==> src/rtl/music_note_scheduler.sv <==
// music_note_scheduler
// Schedules notes onto a single buzzer tone output from two sources: a FIFO of
// UART note bytes ([7:5] duration code, [4:0] tone) and a local sequencer on a
// valid/ready handshake. Each note is held for its coded duration in 1 ms ticks,
// then followed by a GAP_MS silent gap. UART notes win over local notes at note
// boundaries; byte 8'h16 is an END marker that closes the UART session.
//
// Ports:
//   sys_clk, sys_rst_n        clock, synchronous active-low reset
//   tick_1ms                  one-cycle pulse every millisecond
//   pause                     freeze playback (tone forced silent)
//   uart_done, uart_recv_data UART byte strobe (level) and received byte
//   local_valid/tone/dur      local note offer; local_ready accepts it
//   music_tone                tone to divider, 8'd22 = silence
//   busy                      playing a note or its gap
//   src_uart                  current/last note came from UART
//   uart_session              UART session active (local notes locked out)
//   fifo_level, drop_cnt      FIFO occupancy, saturating dropped-byte count
module music_note_scheduler #(
  parameter int unsigned FIFO_DEPTH         = 8,
  parameter int unsigned GAP_MS             = 10,
  parameter int unsigned SESSION_TIMEOUT_MS = 2000
) (
  input  logic                          sys_clk,
  input  logic                          sys_rst_n,
  input  logic                          tick_1ms,
  input  logic                          pause,
  input  logic                          uart_done,
  input  logic [7:0]                    uart_recv_data,
  input  logic                          local_valid,
  input  logic [4:0]                    local_tone,
  input  logic [2:0]                    local_dur,
  output logic                          local_ready,
  output logic [7:0]                    music_tone,
  output logic                          busy,
  output logic                          src_uart,
  output logic                          uart_session,
  output logic [$clog2(FIFO_DEPTH):0]   fifo_level,
  output logic [7:0]                    drop_cnt
);

  localparam int unsigned AW     = $clog2(FIFO_DEPTH);
  localparam int unsigned LW     = AW + 1;
  localparam int unsigned MS_W   = 16;
  localparam int unsigned IDLE_W = $clog2(SESSION_TIMEOUT_MS + 1);

  localparam logic [7:0] END_BYTE = 8'h16;
  localparam logic [7:0] SILENCE  = 8'd22;

  typedef enum logic [1:0] {
    IDLE,
    PLAY,
    GAP
  } state_t;

  state_t            state;
  logic [MS_W-1:0]   ms_cnt;
  logic [IDLE_W-1:0] idle_cnt;
  logic [4:0]        tone_q;
  logic              ready_en;

  logic              uart_d1;
  logic              uart_d2;
  logic [7:0]        mem [FIFO_DEPTH];
  logic [AW-1:0]     wr_ptr;
  logic [AW-1:0]     rd_ptr;
  logic [7:0]        rd_data;

  logic              wr_req;
  logic              fifo_full;
  logic              fifo_empty;
  logic              wr_ok;
  logic              pop;
  logic              local_xfer;
  logic              idle_counting;
  logic              timeout_hit;

  // Coded duration in ms.
  function automatic logic [MS_W-1:0] dur_ms(input logic [2:0] code);
    case (code)
      3'd0:    dur_ms = MS_W'(100);
      3'd1:    dur_ms = MS_W'(200);
      3'd2:    dur_ms = MS_W'(500);
      3'd3:    dur_ms = MS_W'(1000);
      3'd4:    dur_ms = MS_W'(2000);
      default: dur_ms = MS_W'(4000);
    endcase
  endfunction

  // Rising edge of the UART strobe; the write lands one edge after it is seen.
  assign wr_req     = uart_d1 & ~uart_d2;
  assign fifo_full  = (fifo_level == LW'(FIFO_DEPTH));
  assign fifo_empty = (fifo_level == '0);
  // A full FIFO drops the byte even if a pop frees a slot on the same edge.
  assign wr_ok      = wr_req & ~fifo_full;
  assign pop        = (state == IDLE) & ~pause & ~fifo_empty;
  assign rd_data    = mem[rd_ptr];

  // ready_en keeps local_ready low while reset is held.
  assign local_ready = ready_en & (state == IDLE) & fifo_empty & ~uart_session & ~pause;
  assign local_xfer  = local_valid & local_ready;

  assign idle_counting = uart_session & fifo_empty & (state == IDLE) & ~wr_ok;
  assign timeout_hit   = idle_counting & tick_1ms &
                         (idle_cnt == IDLE_W'(SESSION_TIMEOUT_MS - 1));

  // Storage has no reset; the pointers alone define the contents.
  always_ff @(posedge sys_clk) begin
    if (wr_ok) mem[wr_ptr] <= uart_recv_data;
  end

  // Edge detect, FIFO pointers, occupancy and drop counter.
  always_ff @(posedge sys_clk) begin
    if (!sys_rst_n) begin
      uart_d1    <= 1'b0;
      uart_d2    <= 1'b0;
      wr_ptr     <= '0;
      rd_ptr     <= '0;
      fifo_level <= '0;
      drop_cnt   <= '0;
    end else begin
      uart_d1 <= uart_done;
      uart_d2 <= uart_d1;
      if (wr_ok) wr_ptr <= wr_ptr + AW'(1);
      if (pop)   rd_ptr <= rd_ptr + AW'(1);
      case ({wr_ok, pop})
        2'b10:   fifo_level <= fifo_level + LW'(1);
        2'b01:   fifo_level <= fifo_level - LW'(1);
        default: fifo_level <= fifo_level;
      endcase
      if (wr_req && fifo_full && drop_cnt != 8'hFF) drop_cnt <= drop_cnt + 8'd1;
    end
  end

  // UART session flag and its idle timeout; a non-END write wins over clears.
  always_ff @(posedge sys_clk) begin
    if (!sys_rst_n) begin
      uart_session <= 1'b0;
      idle_cnt     <= '0;
    end else begin
      if (!idle_counting || timeout_hit) idle_cnt <= '0;
      else if (tick_1ms)                 idle_cnt <= idle_cnt + IDLE_W'(1);
      if (timeout_hit)                      uart_session <= 1'b0;
      if (pop && rd_data == END_BYTE)       uart_session <= 1'b0;
      if (wr_ok && uart_recv_data != END_BYTE) uart_session <= 1'b1;
    end
  end

  // Playback FSM with registered tone/busy/source outputs.
  always_ff @(posedge sys_clk) begin
    if (!sys_rst_n) begin
      state      <= IDLE;
      ms_cnt     <= '0;
      tone_q     <= '0;
      music_tone <= SILENCE;
      busy       <= 1'b0;
      src_uart   <= 1'b0;
      ready_en   <= 1'b0;
    end else begin
      ready_en <= 1'b1;
      case (state)
        IDLE: begin
          music_tone <= SILENCE;
          busy       <= 1'b0;
          if (pop) begin
            src_uart <= 1'b1;
            if (rd_data != END_BYTE) begin
              state      <= PLAY;
              busy       <= 1'b1;
              tone_q     <= rd_data[4:0];
              music_tone <= {3'b000, rd_data[4:0]};
              ms_cnt     <= dur_ms(rd_data[7:5]);
            end
          end else if (local_xfer) begin
            src_uart   <= 1'b0;
            state      <= PLAY;
            busy       <= 1'b1;
            tone_q     <= local_tone;
            music_tone <= {3'b000, local_tone};
            ms_cnt     <= dur_ms(local_dur);
          end
        end
        PLAY: begin
          music_tone <= pause ? SILENCE : {3'b000, tone_q};
          if (tick_1ms && !pause) begin
            if (ms_cnt == MS_W'(1)) begin
              music_tone <= SILENCE;
              if (GAP_MS == 0) begin
                state <= IDLE;
                busy  <= 1'b0;
              end else begin
                state  <= GAP;
                ms_cnt <= MS_W'(GAP_MS);
              end
            end else begin
              ms_cnt <= ms_cnt - MS_W'(1);
            end
          end
        end
        GAP: begin
          music_tone <= SILENCE;
          if (tick_1ms && !pause) begin
            if (ms_cnt == MS_W'(1)) begin
              state <= IDLE;
              busy  <= 1'b0;
            end else begin
              ms_cnt <= ms_cnt - MS_W'(1);
            end
          end
        end
        default: begin
          state      <= IDLE;
          music_tone <= SILENCE;
          busy       <= 1'b0;
        end
      endcase
    end
  end

endmodule
==> config.mk <==
export PLATFORM = sky130hd
export DESIGN_NAME = music_note_scheduler
export DESIGN_NICKNAME = d
export VERILOG_FILES = /design/src/rtl/music_note_scheduler.sv
export SDC_FILE = /design/constraint.sdc
export NUM_CORES = 1
export LEC_CHECK = 0
export ABC_AREA = 1
export CAP_MARGIN = 20
export CORE_UTILIZATION = 35
export DETAILED_ROUTE_END_ITERATION = 7
export SLEW_MARGIN = 20
export SYNTH_ARGS = -nofsm -noshare
export SYNTH_HDL_FRONTEND = slang
export SYNTH_SLANG_ARGS = --single-unit
==> constraint.sdc <==
create_clock -name sys_clk -period 5.95 [get_ports sys_clk]
set_clock_uncertainty 0.1 [all_clocks]
set_input_delay 1.19 -clock sys_clk [delete_from_list [all_inputs] [get_ports sys_clk]]
set_output_delay 1.19 -clock sys_clk [all_outputs]
set_load 0.005 [all_outputs]
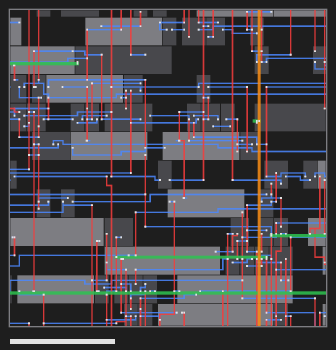
Figure 1: run 1, close-up of the layout.
Bar = 10 microns. Window x 55 to 85, y 55 to 85 microns. Cells in grey, sequential cells in the stronger grey; small squares are vias.
Key: metal 3 = green; metal 4 = orange; metal 2 = red; metal 1 = blue
54 logic cells have their middle in the window. Most frequent: nand2_1 (11), nor2_1 (10), dfxtp_1 (7). Sequential cells in the window: 11. Netlist names of flops here include mem (4), rd_ptr (3).

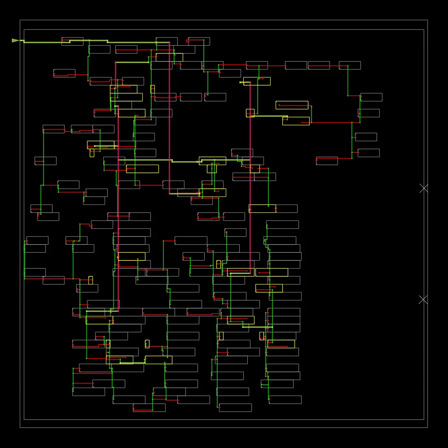
Figure 2: run 1, clock routing.
clock latency on the worst-skew pair: 420 ps
clkbuf count: 20
CTS Sinks: 130

==> flow_summary.toml, run 1 <==
# implementation run metrics
[outcome]
status = "finished, violations left"
violations = "design-rule violations"

[finish]
comb_area_share_pct = 35.0
layout_top_cell = "nand2_1"
logic_area_sq_um = 2700
num_antenna_cells = 0
n_all_inverters = 123
regMostFlops = "mem"
bufAreaShareNonClock_pct = 5.63
logic_gate_count = 559
fin_util_pct = 42.5
final_cell_area_sq_um = 7730
largest_reg_flops = 64
sh_seq_area_pct = 41.9
clk_share_pct = 7.77
fin_nets = 912
stdcell_count = 1117

[flow_run]
warnings = 31

[place]
gp_congestion = 0.819
dp_hpwl_microns = 10200
place_area_sq_um = 7130
dp.cells = 1085
port_buffers = 42

[pwr]
netSwitchingPower_w = 0.00146
seqPwrFrac_pct = 30.6
p_int_w = 0.00227
p_comb_share_pct = 40.8
p_seq_w = 0.00114
pg_comb_w = 0.00152
p_total_w = 0.00373
leakage_nw = 3.21
clock_power_share_pct = 28.6
switching_share_pct = 39.2

[synthesis]
yosysMostFrequentCell = "nand2_1"
xor_area_share_pct = 1.99
muxShareOfSynthArea_pct = 0
syn_inst = 836
simple_gate_share_pct = 27.8
top_cell_area_share_pct = 29.1
yosys_area_sq_um = 6590
synth_cell_types = 40
yosysWarningCount = 0
ys_seq_share_pct = 49.2
synth_flops = 130
yosysTopAreaCell = "edfxtp_1"
ys_sh_aoi_pct = 8.10
flop_cell = "dfxtp_1"
edf_count = 64
logic_family = "simple AND/OR/NAND/NOR gates"
synthTopCellsByCount = "194 x nand2_1, 118 x inv_1, 117 x nor2_1"
syn-cell-area_sq_um = 6590

[sta]
setup_ws_ps = 1740
fin_tns_setup_ps = 0
max_slew_margin_pct = 35.2
worst_pin_slew_ps = 968
post-route-min-period_ps = 4210
drv_slew = 0
rsz0062_at_grt = "no"

[detailed_routing]
first_iter_violations = 310
drc = 2
wl_per_cell_microns = 13.3
top_layer_used = "met4"
met2RoutedLength_microns = 6830
wl_met1_microns = 7290
wl_met3_microns = 561

[critical_path]
critPathLaunch = "pause"
path_depth = 5
rr_endpoint = "fifo_level[3]$_SDFFE_PN0P_"
path_buffers = 3
crit_fanout = 5
cp-start-kind = "primary input"
slowest_delay_ps = 590
cp_common_cell = "clkdlybuf4s50_1"
r2r-start = "state[0]$_SDFFE_PN0P_"

[global_routing]
grt_pass1_vias = 4884
grt_usage_pct = 16.3
grt_max_degree = 36

[clocking]
root_buffer = "clkbuf_16"
cts_tree = "yes"

[hold_path]
min_to = "uart_d2$_SDFF_PN0_"
hold_path_class = "reg -> reg"
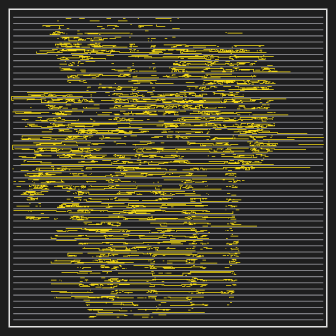
Figure 3: run 1, metal 1.
Supply wires on this layer in grey.
The layer carries 7290 microns of wire. The wires run mostly horizontal. The longest straight run is 40.0 microns. The layer holds 49% of the routed length.
Routed WL: 14900 microns
Global Route met1 Usage: 21.6%
Via Count: 5261

==> run 1 -> run 2 <==
==> constraint.sdc (replaced) <==
create_clock -name sys_clk -period 3.4 [get_ports sys_clk]
set_clock_uncertainty 0.1 [all_clocks]
set_input_delay 0.68 -clock sys_clk [delete_from_list [all_inputs] [get_ports sys_clk]]
set_output_delay 0.68 -clock sys_clk [all_outputs]
set_load 0.005 [all_outputs]
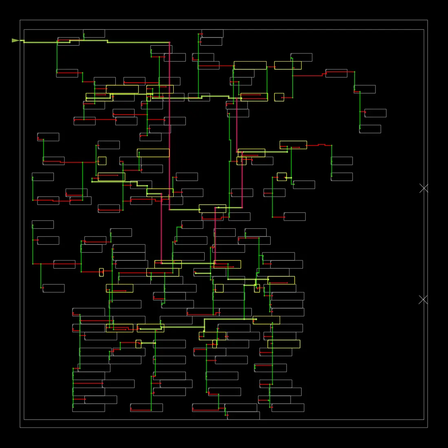
Figure 4: run 2, clock routing.
CTS Buf Count: 17
Clk power: 0.00197 W
clkbuf count: 18
seq_cells: 130

==> flow_summary.toml, run 2 <==
# implementation run metrics
[critical_path]
path_buffers = 3
cp_common_cell = "clkdlybuf4s50_1"
crit_fanout = 5
cp-start-kind = "primary input"
setup.worst_path.class = "in -> out"
slowest_delay_ps = 570
path_depth = 5
cp_slowest_cell = "clkdlybuf4s50_1"
rr_endpoint = "ms_cnt[14]$_SDFFE_PN0P_"

[finish]
regMostFlops = "mem"
stdcell_count = 1126
logic_area_sq_um = 2700
clk_share_pct = 8.14
logic_gate_count = 559
sh_seq_area_pct = 41.4
comb_area_share_pct = 34.5
fin_util_pct = 43.0
n_all_inverters = 123
layout_top_cell = "nand2_1"
final_cell_area_sq_um = 7840
largest_reg_flops = 64
fin_nets = 921
bufAreaShareNonClock_pct = 6.42
num_antenna_cells = 0

[hold_path]
hold_path_class = "reg -> reg"
min_to = "uart_d2$_SDFF_PN0_"

[clocking]
clk_latency_ps = 420
cts_sinks = 130
root_buffer = "clkbuf_16"
cts_tree = "yes"

[outcome]
violations = "design-rule violations"
status = "finished, violations left"

[sta]
hold_ws_ps = 336
setup_ws_ps = 305
worst_pin_slew_ps = 972
fmax_mhz = 323
fin_tns_setup_ps = 0
rsz0062_at_grt = "no"
post-route-min-period_ps = 3090

[synthesis]
synth_cell_types = 40
simple_gate_share_pct = 27.8
top_cell_area_share_pct = 29.1
synth_flops = 130
yosysTopAreaCell = "edfxtp_1"
logic_family = "simple AND/OR/NAND/NOR gates"
ys_sh_aoi_pct = 8.10
syn_inst = 836
flop_cell = "dfxtp_1"
edf_count = 64
synthTopCellsByCount = "194 x nand2_1, 118 x inv_1, 117 x nor2_1"
yosysWarningCount = 0
ys_seq_share_pct = 49.2
xor_area_share_pct = 1.99
muxShareOfSynthArea_pct = 0
yosys_area_sq_um = 6590
syn-cell-area_sq_um = 6590
yosysMostFrequentCell = "nand2_1"

[detailed_routing]
vias = 5270
first_iter_violations = 369
drtAntennaViolNets = 0
wl_per_cell_microns = 13.4
drc = 2
top_layer_used = "met4"
wl_microns = 15100
met2RoutedLength_microns = 6860
wl_met3_microns = 632
wl_met1_microns = 7480

[floorplan]
fp-row-count = 49

[place]
gp_congestion = 0.806
dp_hpwl_microns = 10500
port_buffers = 42
place_area_sq_um = 7200
dp.cells = 1094

[global_routing]
grt_max_degree = 32
grt_pass1_vias = 4875
grt_usage_pct = 16.6
global_route.usage.met1_pct = 22.2
grt_first_pass_wirelength_microns = 24800
overflow = 0

[pwr]
netSwitchingPower_w = 0.00260
p_seq_w = 0.00197
pg_comb_w = 0.00275
p_int_w = 0.00409
switching_share_pct = 38.9
p_comb_share_pct = 41.1
leakage_nw = 3.28
seqPwrFrac_pct = 29.5
p_total_w = 0.00669
clock_power_share_pct = 29.5

[flow_run]
warnings = 31
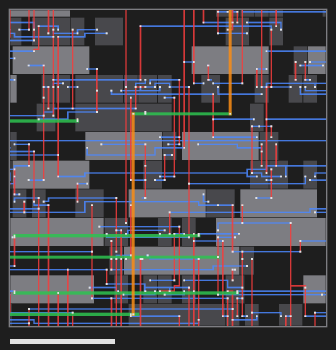
Figure 5: run 2, close-up of the layout.
Bar = 10 microns. Window x 55 to 85, y 55 to 85 microns. Cells in grey, sequential cells in the stronger grey; small squares are vias.
Key: metal 1 = blue; metal 3 = green; metal 4 = orange; metal 2 = red
55 logic cells have their middle in the window. Sequential cells in the window: 11. Most frequent: nand2_1 (13), nor2_1 (9), dfxtp_1 (7). Netlist names of flops here include mem (4), rd_ptr (3).

Power and IR drop assume default switching activity.
